--- src/rtl/mc_point_gen.sv ---
// Monte-Carlo point generator: LFSR-driven points on a rate-selectable tick, windowed to a square and handed off with valid/ready.
// Optional squarer/circle test and hit counter are built when MC_POINT_GEN_HIT_COUNT_EN is defined.
module mc_point_gen #(
  parameter int                     COORD_W    = 9,
  parameter int                     RATE_SEL_W = 2,
  parameter int                     BASE_SHIFT = 10,
  parameter int                     RATE_STEP  = 2,
  parameter int                     CNT_W      = 24,
  parameter int                     RADIUS     = 480,
  parameter logic [2*COORD_W-1:0]   TAPS       = 18'h20400
) (
  input  logic                    clk10,
  input  logic                    reset,
  input  logic [RATE_SEL_W-1:0]   rate_sel,
  input  logic                    start,
  input  logic                    stop,
  input  logic [2*COORD_W-1:0]    seed,
  input  logic [CNT_W-1:0]        sample_limit,
  output logic                    pt_valid,
  input  logic                    pt_ready,
  output logic [COORD_W-1:0]      pt_x,
  output logic [COORD_W-1:0]      pt_y,
  output logic                    pt_inside,
  output logic [CNT_W-1:0]        total_cnt,
  output logic [CNT_W-1:0]        hit_cnt,
  output logic                    busy,
  output logic                    done
);

  localparam int LFSR_W    = 2 * COORD_W;
  localparam int NUM_RATES = 2 ** RATE_SEL_W;
  localparam int DIV_W     = BASE_SHIFT + (NUM_RATES - 1) * RATE_STEP;
  localparam int SQ_W      = 2 * COORD_W + 2;

  localparam logic [COORD_W-1:0] RAD_C  = COORD_W'(RADIUS);
  localparam logic [SQ_W-1:0]    RAD_SQ = SQ_W'(RADIUS * RADIUS);

  localparam logic [1:0] S_IDLE = 2'd0;
  localparam logic [1:0] S_RUN  = 2'd1;
  localparam logic [1:0] S_HOLD = 2'd2;
  localparam logic [1:0] S_DONE = 2'd3;

  logic [1:0]         r_state;
  logic [DIV_W-1:0]   r_div;
  logic [LFSR_W-1:0]  r_lfsr;
  logic               r_eval;
  logic [CNT_W-1:0]   r_limit;
  logic [CNT_W-1:0]   r_total;
  logic [CNT_W-1:0]   r_hit;
  logic               r_pt_valid;
  logic [COORD_W-1:0] r_pt_x;
  logic [COORD_W-1:0] r_pt_y;
  logic               r_pt_inside;

  logic [DIV_W-1:0]   w_mask;
  logic               w_tick;
  logic [LFSR_W-1:0]  w_lfsr_step;
  logic [COORD_W-1:0] w_x;
  logic [COORD_W-1:0] w_y;
  logic               w_in_win;
  logic               w_inside;
  logic               w_xfer;
  logic [CNT_W-1:0]   w_total_nxt;
  logic [CNT_W-1:0]   w_hit_nxt;

  // Slower rates compare more DIV bits; the mask follows rate_sel combinationally, so a change never resets DIV.
  assign w_mask = {DIV_W{1'b1}} >> (int'(rate_sel) * RATE_STEP);
  assign w_tick = ((r_div & w_mask) == '0);

  assign w_lfsr_step = {r_lfsr[LFSR_W-2:0], ^(r_lfsr & TAPS)};
  assign w_x         = r_lfsr[LFSR_W-1:COORD_W];
  assign w_y         = r_lfsr[COORD_W-1:0];
  assign w_in_win    = (w_x <= RAD_C) && (w_y <= RAD_C);

`ifdef MC_POINT_GEN_HIT_COUNT_EN
  logic [SQ_W-1:0] w_sum_sq;
  assign w_sum_sq = SQ_W'(w_x) * SQ_W'(w_x) + SQ_W'(w_y) * SQ_W'(w_y);
  assign w_inside = (w_sum_sq <= RAD_SQ);
`else
  assign w_inside = 1'b0;
`endif

  assign w_xfer      = r_pt_valid && pt_ready;
  assign w_total_nxt = (&r_total) ? r_total : r_total + 1'b1;
  assign w_hit_nxt   = (r_pt_inside && !(&r_hit)) ? r_hit + 1'b1 : r_hit;

  // NOTE: all state below uses non-blocking assignment so every register sees pre-edge values of its peers.
  always_ff @(posedge clk10) begin
    if (reset) begin
      r_state     <= S_IDLE;
      r_div       <= '0;
      r_lfsr      <= LFSR_W'(1);
      r_eval      <= 1'b0;
      r_limit     <= '0;
      r_total     <= '0;
      r_hit       <= '0;
      r_pt_valid  <= 1'b0;
      r_pt_x      <= '0;
      r_pt_y      <= '0;
      r_pt_inside <= 1'b0;
    end else begin
      r_div <= r_div + 1'b1;
      case (r_state)
        S_IDLE, S_DONE: begin
          if (stop) begin
            r_state <= S_IDLE;
          end else if (start) begin
            r_state <= S_RUN;
            r_total <= '0;
            r_hit   <= '0;
            r_limit <= sample_limit;
            r_lfsr  <= (seed == '0) ? LFSR_W'(1) : seed;
            r_eval  <= 1'b0;
          end
        end
        S_RUN: begin
          if (stop) begin
            r_state <= S_IDLE;
            r_eval  <= 1'b0;
          end else if (r_eval) begin
            // The candidate is judged the cycle after the LFSR stepped.
            r_eval <= 1'b0;
            if (w_in_win) begin
              r_pt_x      <= w_x;
              r_pt_y      <= w_y;
              r_pt_inside <= w_inside;
              r_pt_valid  <= 1'b1;
              r_state     <= S_HOLD;
            end
          end else if (w_tick) begin
            r_lfsr <= w_lfsr_step;
            r_eval <= 1'b1;
          end
        end
        S_HOLD: begin
          if (w_xfer) begin
            r_total    <= w_total_nxt;
            r_hit      <= w_hit_nxt;
            r_pt_valid <= 1'b0;
          end
          if (stop) begin
            r_state    <= S_IDLE;
            r_pt_valid <= 1'b0;
          end else if (w_xfer) begin
            r_state <= ((r_limit != '0) && (w_total_nxt == r_limit)) ? S_DONE : S_RUN;
          end
        end
        default: r_state <= S_IDLE;
      endcase
    end
  end

  assign pt_valid  = r_pt_valid;
  assign pt_x      = r_pt_x;
  assign pt_y      = r_pt_y;
  assign pt_inside = r_pt_inside;
  assign total_cnt = r_total;
  assign hit_cnt   = r_hit;
  assign busy      = (r_state == S_RUN) || (r_state == S_HOLD);
  assign done      = (r_state == S_DONE);

endmodule

--- config.mk ---
export PLATFORM = sky130hd
export DESIGN_NAME = mc_point_gen
export DESIGN_NICKNAME = d
export VERILOG_FILES = /design/src/rtl/mc_point_gen.sv
export SDC_FILE = /design/constraint.sdc
export NUM_CORES = 1
export LEC_CHECK = 0
export CAP_MARGIN = 15
export CORE_UTILIZATION = 45
export CTS_CLUSTER_DIAMETER = 40
export DETAILED_ROUTE_END_ITERATION = 16
export GPL_TIMING_DRIVEN = 0
export PLACE_DENSITY = 0.72
export SLEW_MARGIN = 10
export SYNTH_ARGS = -nofsm -noshare
export SYNTH_HDL_FRONTEND = slang
export SYNTH_SLANG_ARGS = --single-unit
export TNS_END_PERCENT = 20
--- constraint.sdc ---
create_clock -name clk10 -period 3.87 [get_ports clk10]
set_input_delay 0.9675 -clock clk10 [delete_from_list [all_inputs] [get_ports clk10]]
set_output_delay 0.9675 -clock clk10 [all_outputs]
set_load 0.05 [all_outputs]
clock_wires.png
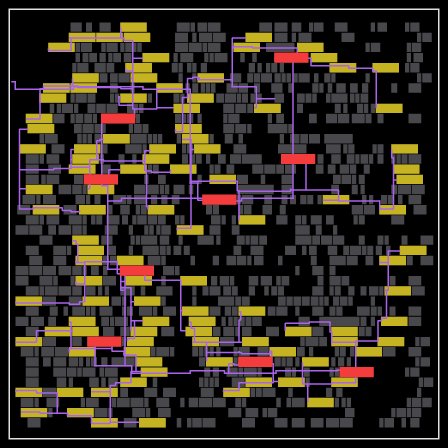
[clock wires] purple | length: 1290 microns
[clock-net drivers] red | count: 9
[flip-flops] yellow | count: 104
flops lie: spread over the die
routed clock nets: 10
setup clock skew after layout: 6.230 ps
clock group power: 0.913 mW
clock insertion delay at the later pin of the skew report: 360 ps
portion of total power attributed to the clock network: 38.2%

layers.png
Scale bar: 20 microns.
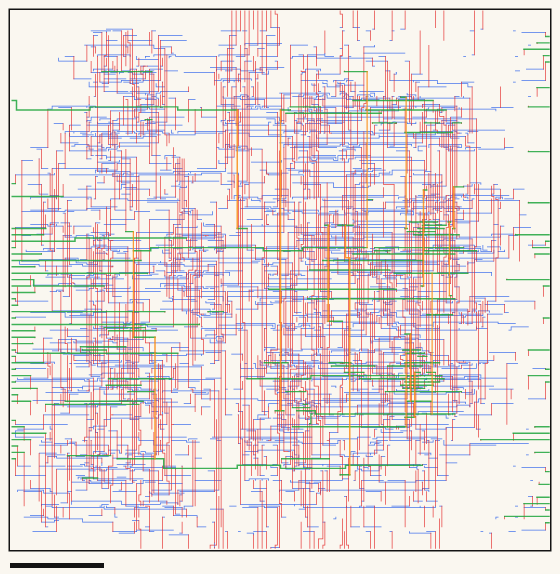
[M4] orange | wire length: 391 microns
[M2] red | wire length: 7720 microns
[M3] green | wire length: 1280 microns
[M1] blue | wire length: 6930 microns
total number of vias: 5541
total routed wirelength: 16320 microns
global router's overall resource usage: 25.96%
Avg WL per Cell: 16.15 microns

==> summary.json <==
{
  "place.port_buffers": {"value": 91},
  "total_power": {"value": 2.389, "unit": "mW"},
  "internal_power": {"value": 1.744, "unit": "mW"},
  "power-per-cell-area": {"value": 330.9, "unit": "nW/um^2"},
  "run_status": {"value": "finished clean"},
  "die_area": {"value": 13170, "unit": "sq um"},
  "layout_min_cycle_time": {"value": 3220, "unit": "ps"},
  "root_buffer": {"value": "sky130_fd_sc_hd__clkbuf_16"},
  "timing.critical_path.depth": {"value": 9},
  "p_seq_share": {"value": 47.9, "unit": "%"},
  "slew_headroom": {"value": 34.65, "unit": "%"},
  "cts_setup_buffers": {"value": 0},
  "core": {"value": 12210, "unit": "sq um"},
  "timing.critical_path.cells": {"value": "ha_1 > nand3_2 > or4_1 > clkbuf_1 > or4_1 > xnor2_1 > nor4_1 > nand4_1 > o31ai_2"},
  "timing.critical_path.required": {"value": 4150, "unit": "ps"},
  "startpoint_to_endpoint_class_of_the_critical_path": {"value": "flop to flop"},
  "ctsHtreeMaxLevel": {"value": 3},
  "wire_length_of_the_first_global_routing_pass": {"value": 26500, "unit": "microns"},
  "timing.final.hold_violations": {"value": 0},
  "worst-path-buf-inv": {"value": 1},
  "timing.critical_path.mode_cell": {"value": "sky130_fd_sc_hd__or4_1"},
  "ys_sh_simple": {"value": 24.73, "unit": "%"},
  "drt.antenna.violating_nets": {"value": 0},
  "die.size.y": {"value": 114.8, "unit": "microns"},
  "grt_util_met2": {"value": 43.15, "unit": "%"}
}
gates.png
Scale bar: 20 microns.
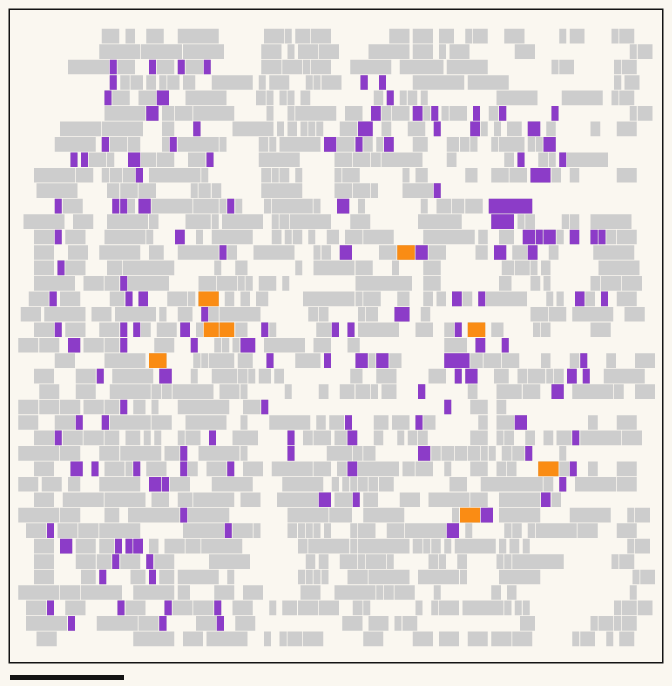
[non-inverting ao/oa cells] orange | cells: 8
[nor cells] purple | cells: 147 | where: spread over the die
number of standard cells in the final layout excluding fillers: 1010
share of cell area taken by multi-input logic gates: 45.59%
most frequent standard cell in the layout excluding fill and tap cells: sky130_fd_sc_hd__dfxtp_1

final timing paths:
check                    start          to  slack, ps
setup / recovery  total_cnt[0]  r_state[1]        650
hold / removal        r_div[0]    r_div[0]        460
setup reg to reg  total_cnt[0]  r_state[1]        650
hold reg to reg       r_div[0]    r_div[0]        460
area by class of cell:
cell class | instances | area, sq um | area share, %
timing repair buffer | 91 | 910.9 | 12.61
buffer | 71 | 374.1 | 5.181
tap | 168 | 210.2 | 2.911
clock inverter | 4 | 55.05 | 0.7624
multi-input combinational | 544 | 3292 | 45.59
sequential | 104 | 2082 | 28.83
inverter | 17 | 63.81 | 0.8837
clock buffer | 11 | 232.7 | 3.223
sequential cells by signal, summed over array words and instances (netlist names):
register,flops
r_state,2
r_div,16
r_limit,24
pt_x,9
pt_valid,1
r_lfsr,18
total_cnt,24
pt_y,9
r_eval,1
Power is estimated from default activity; no workload was simulated.
